==> images/congestion.png <==
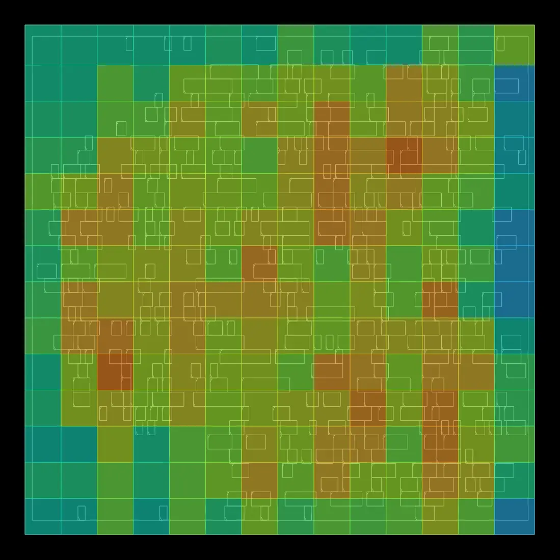
==> images/layer_met3.png <==
Scale bar: 20 um. Cells faint in the background.
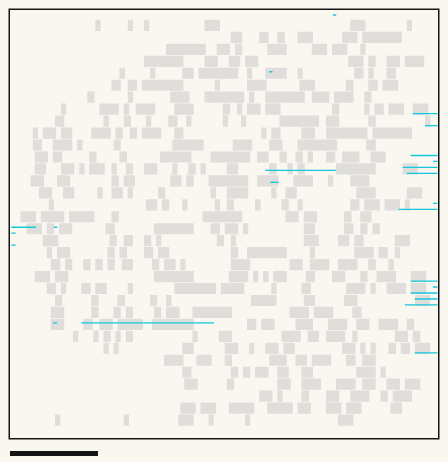
==> images/layer_met2.png <==
Scale bar: 20 um. Cells faint in the background.
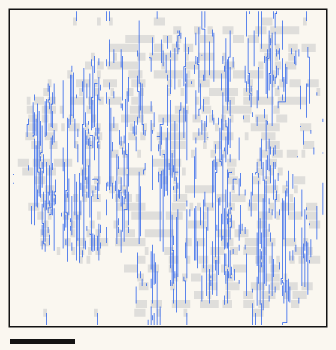
==> images/layer_met1.png <==
Scale bar: 20 um. Cells faint in the background.
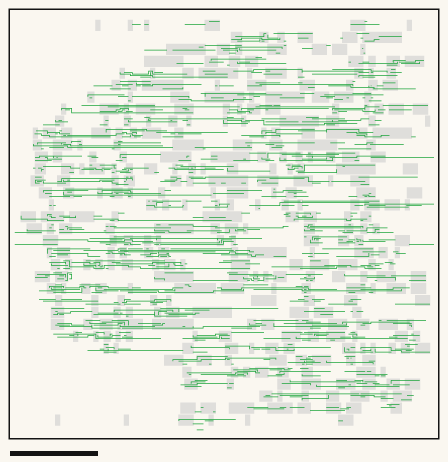
--- src/rtl/pong_pkg.sv ---
// ----------------------------------------------------------------------------
// pong_pkg : shared screen geometry and paddle motion encoding for Pong.
// Rev 1.0
// ----------------------------------------------------------------------------
`default_nettype none

package pong_pkg;

    localparam int COORD_W  = 10;
    localparam int SCREEN_W = 640;
    localparam int SCREEN_H = 480;

    typedef enum logic [1:0] {
        DIR_IDLE = 2'b00,
        DIR_UP   = 2'b01,
        DIR_DOWN = 2'b10
    } dir_e;

endpackage

`default_nettype wire

--- src/rtl/paddle_ai_dir.sv ---
// ----------------------------------------------------------------------------
// paddle_ai_dir : combinational ball-tracking request with a dead band
//                 around the paddle centre.  Rev 1.0
// ----------------------------------------------------------------------------
`default_nettype none

module paddle_ai_dir
    import pong_pkg::*;
#(
    parameter int PADDLE_H    = 200,
    parameter int AI_DEADZONE = 4
) (
    input  logic [COORD_W-1:0] i_y,
    input  logic [COORD_W-1:0] i_ball_y,
    output logic [1:0]         o_req
);

    localparam logic [COORD_W:0] c_half_h   = (COORD_W+1)'(PADDLE_H / 2);
    localparam logic [COORD_W:0] c_deadzone = (COORD_W+1)'(AI_DEADZONE);

    // One extra bit so centre and dead-band sums never wrap.
    logic [COORD_W:0] w_ctr;
    logic [COORD_W:0] w_ball_plus_dz;
    logic [COORD_W:0] w_ctr_plus_dz;

    assign w_ctr          = {1'b0, i_y} + c_half_h;
    assign w_ball_plus_dz = {1'b0, i_ball_y} + c_deadzone;
    assign w_ctr_plus_dz  = w_ctr + c_deadzone;

    always_comb begin
        o_req = DIR_IDLE;
        if (w_ball_plus_dz < w_ctr) begin
            o_req = DIR_UP;
        end else if ({1'b0, i_ball_y} > w_ctr_plus_dz) begin
            o_req = DIR_DOWN;
        end
    end

endmodule

`default_nettype wire

--- src/rtl/paddle_ctrl.sv ---
// ----------------------------------------------------------------------------
// paddle_ctrl : one player's paddle position with manual/AI modes, speed
//               ramp while a direction is held, and bounded travel.  Rev 1.0
// ----------------------------------------------------------------------------
`default_nettype none

module paddle_ctrl
    import pong_pkg::*;
#(
    parameter int POS_X        = 20,
    parameter int POS_Y        = 200,
    parameter int PADDLE_H     = 200,
    parameter int Y_MIN        = 0,
    parameter int Y_MAX        = 280,
    parameter int SPEED_MAX    = 4,
    parameter int AI_SPEED_MAX = 2,
    parameter int ACCEL_TICKS  = 8,
    parameter int AI_DEADZONE  = 4
) (
    input  logic               game_clk,
    input  logic               rst,
    input  logic               up,
    input  logic               down,
    input  logic               mode,
    input  logic               freeze,
    input  logic [COORD_W-1:0] ball_y,
    output logic [COORD_W-1:0] x,
    output logic [COORD_W-1:0] y,
    output logic [1:0]         dir,
    output logic [3:0]         speed
);

    localparam int            HOLD_W     = $clog2(ACCEL_TICKS + 1);
    localparam logic [3:0]    c_spd_max  = 4'(SPEED_MAX);
    localparam logic [3:0]    c_ai_max   = 4'(AI_SPEED_MAX);
    localparam logic [11:0]   c_y_min    = 12'(Y_MIN);
    localparam logic [11:0]   c_y_max    = 12'(Y_MAX);
    localparam logic [HOLD_W-1:0] c_accel = HOLD_W'(ACCEL_TICKS);

    logic [COORD_W-1:0] r_y;
    logic [1:0]         r_dir;
    logic [3:0]         r_speed;
    logic [HOLD_W-1:0]  r_hold_cnt;
    logic               r_mode_q;

    logic [1:0]         w_ai_req;
    logic [1:0]         w_req;
    logic [3:0]         w_cap;
    logic [3:0]         w_step;
    logic [3:0]         w_spd_inc;
    logic [3:0]         w_spd_start;
    logic [HOLD_W-1:0]  w_hold_inc;
    logic [11:0]        w_y_ext;
    logic [COORD_W-1:0] w_y_up;
    logic [COORD_W-1:0] w_y_down;
    logic [COORD_W-1:0] w_y_next;

    paddle_ai_dir #(
        .PADDLE_H    (PADDLE_H),
        .AI_DEADZONE (AI_DEADZONE)
    ) u_ai_dir (
        .i_y      (r_y),
        .i_ball_y (ball_y),
        .o_req    (w_ai_req)
    );

    assign w_req = mode ? w_ai_req
                 : up   ? DIR_UP
                 : down ? DIR_DOWN
                 :        DIR_IDLE;

    assign w_cap       = mode ? c_ai_max : c_spd_max;
    assign w_step      = (w_req != r_dir) ? 4'd1 : r_speed;
    assign w_spd_inc   = (r_speed < w_cap) ? r_speed + 4'd1 : w_cap;
    assign w_spd_start = (w_cap < 4'd2) ? w_cap : 4'd2;
    assign w_hold_inc  = r_hold_cnt + HOLD_W'(1);

    // Clamp tests are done in 12 bits so neither direction can wrap.
    assign w_y_ext  = {2'b00, r_y};
    assign w_y_up   = (w_y_ext < c_y_min + {8'd0, w_step}) ? COORD_W'(Y_MIN)
                    : r_y - {6'd0, w_step};
    assign w_y_down = (w_y_ext + {8'd0, w_step} > c_y_max) ? COORD_W'(Y_MAX)
                    : r_y + {6'd0, w_step};
    assign w_y_next = (w_req == DIR_UP) ? w_y_up : w_y_down;

    always_ff @(posedge game_clk or posedge rst) begin
        if (rst) begin
            r_y        <= COORD_W'(POS_Y);
            r_dir      <= DIR_IDLE;
            r_speed    <= 4'd1;
            r_hold_cnt <= '0;
            r_mode_q   <= 1'b0;
        end else if (freeze || (mode != r_mode_q) || (w_req == DIR_IDLE)) begin
            r_dir      <= DIR_IDLE;
            r_speed    <= 4'd1;
            r_hold_cnt <= '0;
            r_mode_q   <= freeze ? r_mode_q : mode;
        end else if (w_req != r_dir) begin
            r_y   <= w_y_next;
            r_dir <= w_req;
            if (ACCEL_TICKS == 1) begin
                r_speed    <= w_spd_start;
                r_hold_cnt <= '0;
            end else begin
                r_speed    <= 4'd1;
                r_hold_cnt <= HOLD_W'(1);
            end
        end else begin
            r_y <= w_y_next;
            if (w_hold_inc == c_accel) begin
                r_hold_cnt <= '0;
                r_speed    <= w_spd_inc;
            end else begin
                r_hold_cnt <= w_hold_inc;
            end
        end
    end

    assign x     = COORD_W'(POS_X);
    assign y     = r_y;
    assign dir   = r_dir;
    assign speed = r_speed;

endmodule

`default_nettype wire

--- config.mk ---
export PLATFORM = sky130hd
export DESIGN_NAME = paddle_ctrl
export DESIGN_NICKNAME = d
export VERILOG_FILES = /design/src/rtl/pong_pkg.sv /design/src/rtl/paddle_ai_dir.sv /design/src/rtl/paddle_ctrl.sv
export SDC_FILE = /design/constraint.sdc
export NUM_CORES = 1
export LEC_CHECK = 0
export CELL_PAD_IN_SITES_DETAIL_PLACEMENT = 1
export CELL_PAD_IN_SITES_GLOBAL_PLACEMENT = 1
export CORE_UTILIZATION = 30
export CTS_BUF_LIST = sky130_fd_sc_hd__clkbuf_4 sky130_fd_sc_hd__clkbuf_8
export CTS_CLUSTER_SIZE = 40
export DETAILED_ROUTE_END_ITERATION = 7
export PLACE_DENSITY_LB_ADDON = 0.1
export SLEW_MARGIN = 20
export SYNTH_ARGS = -nofsm -noshare
export SYNTH_HDL_FRONTEND = slang
export SYNTH_HIERARCHICAL = 1
export SYNTH_SLANG_ARGS = --single-unit
--- constraint.sdc ---
create_clock -name game_clk -period 13.6 [get_ports game_clk]
set_input_delay 1.36 -clock game_clk [delete_from_list [all_inputs] [get_ports game_clk]]
set_output_delay 1.36 -clock game_clk [all_outputs]
set_load 0.02 [all_outputs]
==> flow_summary.rst <==
Run summary
-----------

.. list-table::
   :header-rows: 1

   * - Metric
     - Value
   * - TNS Setup
     - 0 ps
   * - Hold Crit Class
     - reg2reg
   * - Most common logic cells in the final layout
     - 34 x sky130_fd_sc_hd__ha_1, 31 x sky130_fd_sc_hd__clkdlybuf4s50_1, 26 x sky130_fd_sc_hd__nand2_1
   * - Residual overflow from global routing
     - 0
   * - Logic cell area
     - 2030 sq um
   * - Clock tree buffer depth
     - 2
   * - Synthesis-to-layout area growth
     - 14.7%
   * - Worst setup path end
     - y[6]
   * - Die height
     - 97.4 um
   * - Leakage power
     - 1.31 nW
   * - Pins over their slew limit
     - 0
   * - Total of flip-flops plus latches after synthesis
     - 21
   * - Met1 track demand over resource
     - 24.6%
   * - Top delay family on crit path
     - AND-OR/OR-AND gates
   * - Sum of routed wire length over all layers
     - 7990 um
   * - Largest fanout on the critical path
     - 5
   * - Placeable core area
     - 8760 sq um
   * - Global-route wire length before repair
     - 13500 um
   * - Clock Pin Slew Worst Setup and Hold Paths
     - 80 ps
   * - Power per Cell Area
     - 164 nW/um^2
   * - Area fraction in mux cells
     - 2.48%
   * - Normalized max-slew margin
     - 44.2%
   * - Crit. Startpoint
     - ball_y[2]
   * - Reg power frac
     - 22.7%
   * - Highest attainable clock frequency
     - 155 MHz
   * - Kind of end point of the critical path
     - flop
   * - Outcome
     - complete, no violations
   * - Clock tree from TritonCTS
     - done
   * - Weighted congestion reported at the end of routability-driven placement
     - 0.772
   * - Routed metal-1 wirelength
     - 4030 um
   * - Number of vias in the routed layout
     - 2439
   * - Pre-CTS worst setup slack
     - 6870 ps
   * - Synthesized cell area
     - 2730 sq um
   * - Final hold vios
     - 0
   * - CTS buffer count
     - 3
   * - Final Setup Violations
     - 0
   * - Worst R2R Path Depth
     - 23
   * - CTS H-tree lvls
     - 1
   * - Hold Startpoint
     - r_hold_cnt[0]
   * - Cell taking the most area after synthesis
     - sky130_fd_sc_hd__dfrtp_1
   * - Largest net degree at the start of global routing
     - 22
   * - Cell count along the critical path
     - 21
About congestion.png:
GRT Overall Usage: 17.5%
M3 GR Usage: 0.791%
utilization of the core after routing: 35.7%

About layer_met3.png:
21 nets have wire on it. The longest straight run is 29.9 um. The wires run mostly horizontal.

About layer_met2.png:
The longest straight run is 51.7 um. The layer holds 47% of the routed length. The layer carries 3760 um of wire.

About layer_met1.png:
365 nets have wire on it. The longest straight run is 33.6 um.

[stage by stage]
step / total power, W / hold slack [ps] / cells / area [sq um]
final: 0.000515 / 553 / 462 / 3130
after global routing: 0.000569 / 604 / 462 / 3130
after CTS: 0.000522 / 569 / 462 / 3130
after detailed placement: 0.000477 / 548 / 458 / 3080
after global placement: 0.000475 / 547 / 458 / 3080
after floorplan: 0.000369 / 500 / 338 / 2760
[final cells by class]
| class | instances | area share, % |
|---|---|---|
| inverters | 17 | 2.04 |
| multi-input cells | 279 | 64.8 |
| well taps | 108 | 4.32 |
| flip-flops and latches | 21 | 17.0 |
| clock inverters | 1 | 0.160 |
| clock buffers | 3 | 1.32 |
| repair buffers | 33 | 10.4 |
Power and IR drop assume default switching activity.
